### Where the registers sit, run 1

Scale: 4 px per um. Other sequential cells in the stronger grey, the rest of the logic in the fainter grey.
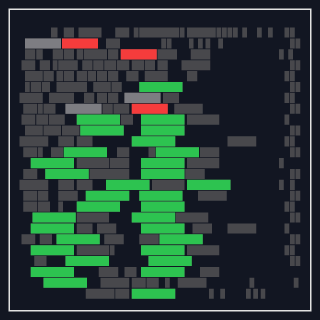
### Metal 2, run 1

Scale: 4 px per um.
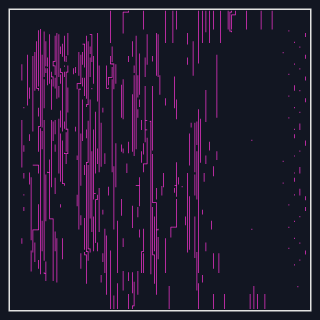
### Clock nets, run 1

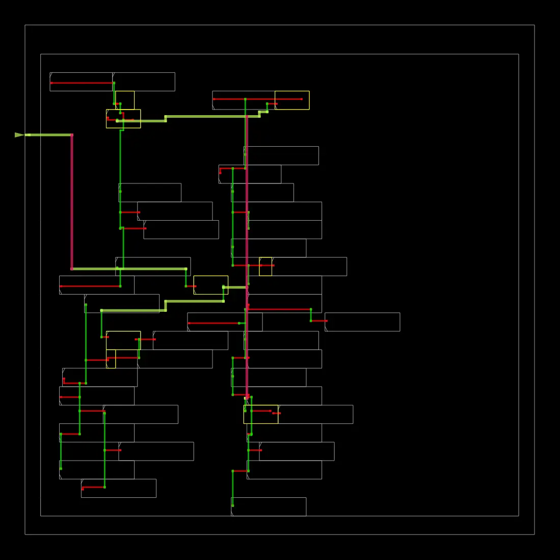
### src/rtl/dbi_rx_decoder.sv
// DBI receive stage: restores the payload byte from a 9-bit coded word and buffers it in a valid/ready FIFO.
// Optional link statistics are built when DBI_RX_STATS_EN is defined.
module dbi_rx_decoder #(
    parameter int DEPTH = 4,
    parameter int CNT_W = 16
) (
    input  logic             clk,
    input  logic             rst,
    input  logic             in_valid,
    output logic             in_ready,
    input  logic [8:0]       in_v,
    output logic             out_valid,
    input  logic             out_ready,
    output logic [7:0]       out_u,
    input  logic             clr_stats,
    output logic [CNT_W-1:0] word_cnt,
    output logic [CNT_W-1:0] inv_cnt,
    output logic [CNT_W-1:0] tog_cnt,
    output logic [CNT_W-1:0] viol_cnt
);

    localparam int AW = $clog2(DEPTH);

    logic [AW:0] wr_ptr;
    logic [AW:0] rd_ptr;
    logic [7:0]  mem [DEPTH];
    logic        full;
    logic        empty;
    logic        push;
    logic        pop;
    logic [7:0]  decoded;

    assign decoded   = in_v[8:1] ^ {8{in_v[0]}};
    // Same index with different wrap bits means the writer is a full lap ahead.
    assign full      = (wr_ptr[AW] != rd_ptr[AW]) && (wr_ptr[AW-1:0] == rd_ptr[AW-1:0]);
    assign empty     = (wr_ptr == rd_ptr);
    assign in_ready  = !full;
    assign out_valid = !empty;
    assign push      = in_valid && in_ready;
    assign pop       = out_valid && out_ready;
    assign out_u     = out_valid ? mem[rd_ptr[AW-1:0]] : 8'h00;

    // NOTE: storage is deliberately not reset; the pointers alone define which entries are live.
    always_ff @(posedge clk) begin
        if (push) begin
            mem[wr_ptr[AW-1:0]] <= decoded;
        end
    end

    // NOTE: sequential state uses non-blocking assignments so every register samples pre-edge values.
    always_ff @(posedge clk or negedge rst) begin
        if (!rst) begin
            wr_ptr <= '0;
            rd_ptr <= '0;
        end else begin
            if (push) wr_ptr <= wr_ptr + 1'b1;
            if (pop)  rd_ptr <= rd_ptr + 1'b1;
        end
    end

`ifdef DBI_RX_STATS_EN
    logic [8:0] bus_prev;
    logic [8:0] diff;
    logic [3:0] tog_num;

    function automatic logic [CNT_W-1:0] sat_add(input logic [CNT_W-1:0] a, input logic [3:0] b);
        logic [CNT_W+3:0] s;
        s = {4'b0000, a} + {{CNT_W{1'b0}}, b};
        return (s > {4'b0000, {CNT_W{1'b1}}}) ? {CNT_W{1'b1}} : s[CNT_W-1:0];
    endfunction

    assign diff = in_v ^ bus_prev;

    // NOTE: the accumulator gets a default before the loop so no latch is inferred.
    always_comb begin
        tog_num = 4'd0;
        for (int i = 0; i < 9; i++) begin
            tog_num = tog_num + 4'(diff[i]);
        end
    end

    always_ff @(posedge clk or negedge rst) begin
        if (!rst) begin
            bus_prev <= 9'h000;
            word_cnt <= '0;
            inv_cnt  <= '0;
            tog_cnt  <= '0;
            viol_cnt <= '0;
        end else begin
            if (push) bus_prev <= in_v;
            // A clear wins over a same-cycle accept; that word is not counted.
            if (clr_stats) begin
                word_cnt <= '0;
                inv_cnt  <= '0;
                tog_cnt  <= '0;
                viol_cnt <= '0;
            end else if (push) begin
                word_cnt <= sat_add(word_cnt, 4'd1);
                tog_cnt  <= sat_add(tog_cnt, tog_num);
                if (in_v[0])       inv_cnt  <= sat_add(inv_cnt, 4'd1);
                if (tog_num > 4'd4) viol_cnt <= sat_add(viol_cnt, 4'd1);
            end
        end
    end
`else
    logic unused_clr_stats;
    assign unused_clr_stats = clr_stats;
    assign word_cnt = '0;
    assign inv_cnt  = '0;
    assign tog_cnt  = '0;
    assign viol_cnt = '0;
`endif

endmodule

### config.mk
export PLATFORM = sky130hd
export DESIGN_NAME = dbi_rx_decoder
export DESIGN_NICKNAME = d
export VERILOG_FILES = /design/src/rtl/dbi_rx_decoder.sv
export SDC_FILE = /design/constraint.sdc
export NUM_CORES = 1
export LEC_CHECK = 0
export CAP_MARGIN = 40
export CORE_MARGIN = 2
export CORE_UTILIZATION = 44
export DETAILED_ROUTE_END_ITERATION = 10
export PLACE_DENSITY = 0.85
export SETUP_SLACK_MARGIN = 0.1
export SLEW_MARGIN = 5
export SYNTH_ARGS = -nofsm -noshare
export SYNTH_HDL_FRONTEND = slang
export SYNTH_SLANG_ARGS = --single-unit
### constraint.sdc
create_clock -name clk -period 1.9 [get_ports clk]
set_input_delay 0.57 -clock clk [delete_from_list [all_inputs] [get_ports clk]]
set_output_delay 0.57 -clock clk [all_outputs]
set_load 0.1 [all_outputs]
==> out/results.ini, run 1 <==
[synth]
async_reset_ff_frac=0.158
synth-edff-count=32
avgSynthCellArea_sq_um=13.1
ys.flop_type=edfxtp_1
yosys_area_sq_mm=0.00222
ys_sh_aoi=0.0361
topCellsByArea=edfxtp_1, buf_4, mux4_2
yosys_warnings=0
synth_flops=38
ys_seq_share=0.501
synthesis.area_sq_mm=0.00222
synthCells=169
ys_sh_adder=0.0282
synthTopLogicFamily=buffers and inverters
synth_top_area_share=0.433
mux_area_frac=0.0812
xor_share=0.0745
synthDistinctLibCells=24
yosysTopAreaCell=edfxtp_1
ys_sh_simple=0.0451
ys_cells=169
synth.most_common_cell=buf_4

[critical_path]
crit_chain=buf_6 > mux4_2 > nor2b_4 > buf_12
cp_num_buf_inv=2
regToRegEndpoint=mem[3][3]
crit_end=out_u[0]
crit_path_start=rd_ptr[0]
start_kind=flop
worst_setup_path_end_kind=primary output
cp_slowest_cell=mux4_2
cp_data_required_time_ns=1.33
r2r_start=rd_ptr[0]
crit_cells=4
reg2reg_slack_ns=0.05
cp_max_fo=5
ff2ff_path_depth=8
critical-path-max-stage-delay_ns=0.51
cp_top_family=multiplexers
cp.arrival_ns=1.67
critical_path_class=flop to primary output

[cells_and_area]
inverters=4
buf_share=0.184
comb_area_frac=0.353
largest_register_ffs=32
largest_class=registers
area_growth_pct=26.3
layout_top_cell=conb_1
nonClockBufferCount=44
antenna_cells=0
layout_top_cells=conb_1, edfxtp_1, buf_4
nFillCells=380
logic_gates=123
drive_gt1_frac=0.304
stdcell_count=284
logic_area_sq_um=990
final_area_sq_mm=0.00280
nets=235
clk_share=0.0304

[die]
io_pins=88
tap_cells=67
chip_area_sq_mm=0.00563
rows=25
fp_util=0.464
core-area_sq_mm=0.00479
chipWidth_um=75.0
die_height_um=75.0

[placed_design]
placed_cell_area_sq_mm=0.00257
place_hpwl_um=2580
gp_congestion=0.749
place_ws_ns=-0.0654
io_buffers=22
place_inst=271

[global_routing]
use_met1=0.157
grt_pass1_vias=1083
grt_max_degree=13
grt_pass1_wl_um=5180
overflow=0
grt_antenna_before_repair=0
met3_usage=0.0428
busiest_layer=met2
grt_usage=0.132

[route]
routed_via_density=4.24
ant_nets=0
wl_met1_um=1310
wl_met2_um=1970
wire_per_inst_um=12.8
first_iter_violations=32
drc=0
dr.pass1.iters=4
top_layer=met4
wl_met3_um=300

[flow_run]
max_cap_viol_count=0
log.warning_count=33

[clocking]
h-tree-depth=2
worstSkewPairLatency_ns=0.29
cts.repair.resized=14
ctsRootBufferMaster=clkbuf_8
clk_path_buf_depth=2
postCtsSetupBuffers=3
clkTransAtPathRegs_ns=0.07
cts_tree=yes
postCtsHoldBufs=0

[sta]
setup_viol=10
setup_ws_ns=-0.337
fin_setup_tns_ns=-2.98
holdWs_ns=0.529
fin_crit_sh=1.18
drv_slew=0
max_freq_mhz=447
skew_ns=0.00272
period_minus_slack_ns=2.24
grt_setup_unrepaired=yes
hold_viol=0

[run_status]
outcome=complete, but fails checks
failed_checks=negative setup slack

[hold_path]
hold_path_class=input port to async pin

-- 'Where the registers sit' (at the start) --
Key: red = `rd_ptr` [sequential cells 3]; green = `mem` [sequential cells 32]
fraction of area in registers: 0.397
area taken by flip-flops and latches: 0.00111 sq mm
Core Util, Final: 0.585

-- 'Metal 2' (at the start) --
The wires run mostly vertical. The layer holds 54% of the routed length. The longest straight run is 40.8 um. 209 nets have wire on it.
Vias: 1,205
GR met2 Demand/Resource: 0.217
Routed WL: 3640 um

-- 'Clock nets' (at the start) --
Num CTS Buffers: 5
Seq cells: 38
CTS Sinks: 38
Clock Buffer Count: 5

==> run 1 -> run 2 <==
PLACE_DENSITY = 0.81   (was 0.85)
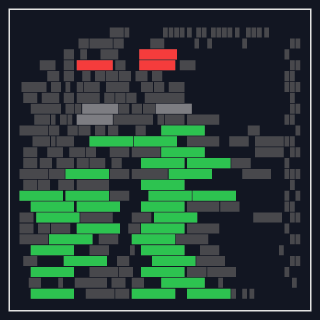
*Where the registers sit, run 2*
Scale: 4 px per um. Other sequential cells in the stronger grey, the rest of the logic in the fainter grey.
Key: red = `rd_ptr` [sequential cells 3]; green = `mem` [sequential cells 32]
Another 3 sequential cells are not coloured.
fraction of area in registers: 0.388
area taken by flip-flops and latches: 0.00111 sq mm
Core Util, Final: 0.599

==> run 2 against run 1 <==
  * The flow still finishes with violations (negative setup slack)
  * Global-route usage decreased by 0.17 points
  * Via count fell by 0.25%
  * Area after synthesis is the same
  * Wire length is 1.0% lower
  * Die area is the same
  * Synthesized cell count did not move
==> out/results.ini, run 2 <==
[run_status]
outcome=complete, but fails checks
failed_checks=negative setup slack

[sta]
period_minus_slack_ns=2.24
grt_setup_unrepaired=yes
max_freq_mhz=446
drv_slew=0
setup_ws_ns=-0.342
skew_ns=0.00396
setup_viol=12

[critical_path]
critical_path_class=flop to primary output
r2r_start=rd_ptr[0]
cp.arrival_ns=1.67
start_kind=flop
reg2reg_slack_ns=0
crit_cells=6
regToRegEndpoint=mem[2][3]
cp_slowest_cell=dfrtp_1
cp_top_family=buffers and inverters
crit_end=out_u[7]
worst_setup_path_end_kind=primary output
cp_max_fo=6

[cells_and_area]
final_area_sq_mm=0.00287
clk_share=0.0297
nets=239
numSequentialCells=38
nonClockBufferCount=48
nFillCells=369
comb_area_frac=0.342
inverters=4
antenna_cells=0
drive_gt1_frac=0.321
stdcell_count=288
logic_area_sq_um=982
area_growth_pct=29.3

[route]
top_layer=met4
wire_per_inst_um=12.5
wl_met2_um=1930
ant_nets=0
vias=1202
routed_via_density=4.17
drc=0
wl_met1_um=1380

[synth]
ys_sh_simple=0.0451
xor_share=0.0745
topCellsByArea=edfxtp_1, buf_4, mux4_2
ys_cells=169
ys_sh_adder=0.0282
ys.flop_type=edfxtp_1
synth.most_common_cell=buf_4
synthCells=169
synth-edff-count=32
yosysTopAreaCell=edfxtp_1

[clocking]
cts_buffers=5
worstSkewPairLatency_ns=0.28
clkTransAtPathRegs_ns=0.07
cts_tree=yes
clk_path_buf_depth=2
cts.repair.resized=9

[global_routing]
grt_util_met2=0.225
met3_usage=0.0321
use_met1=0.152
overflow=0
grt_pass1_vias=1110

[placed_design]
io_buffers=22
place_ws_ns=-0.0403
placed_cell_area_sq_mm=0.00260
place_inst=273
place_hpwl_um=2600

[die]
rows=25
chipWidth_um=75.0
die_height_um=75.0
fp_util=0.464
io_pins=88
tap_cells=67

[flow_run]
max_cap_viol_count=0
log.warning_count=33

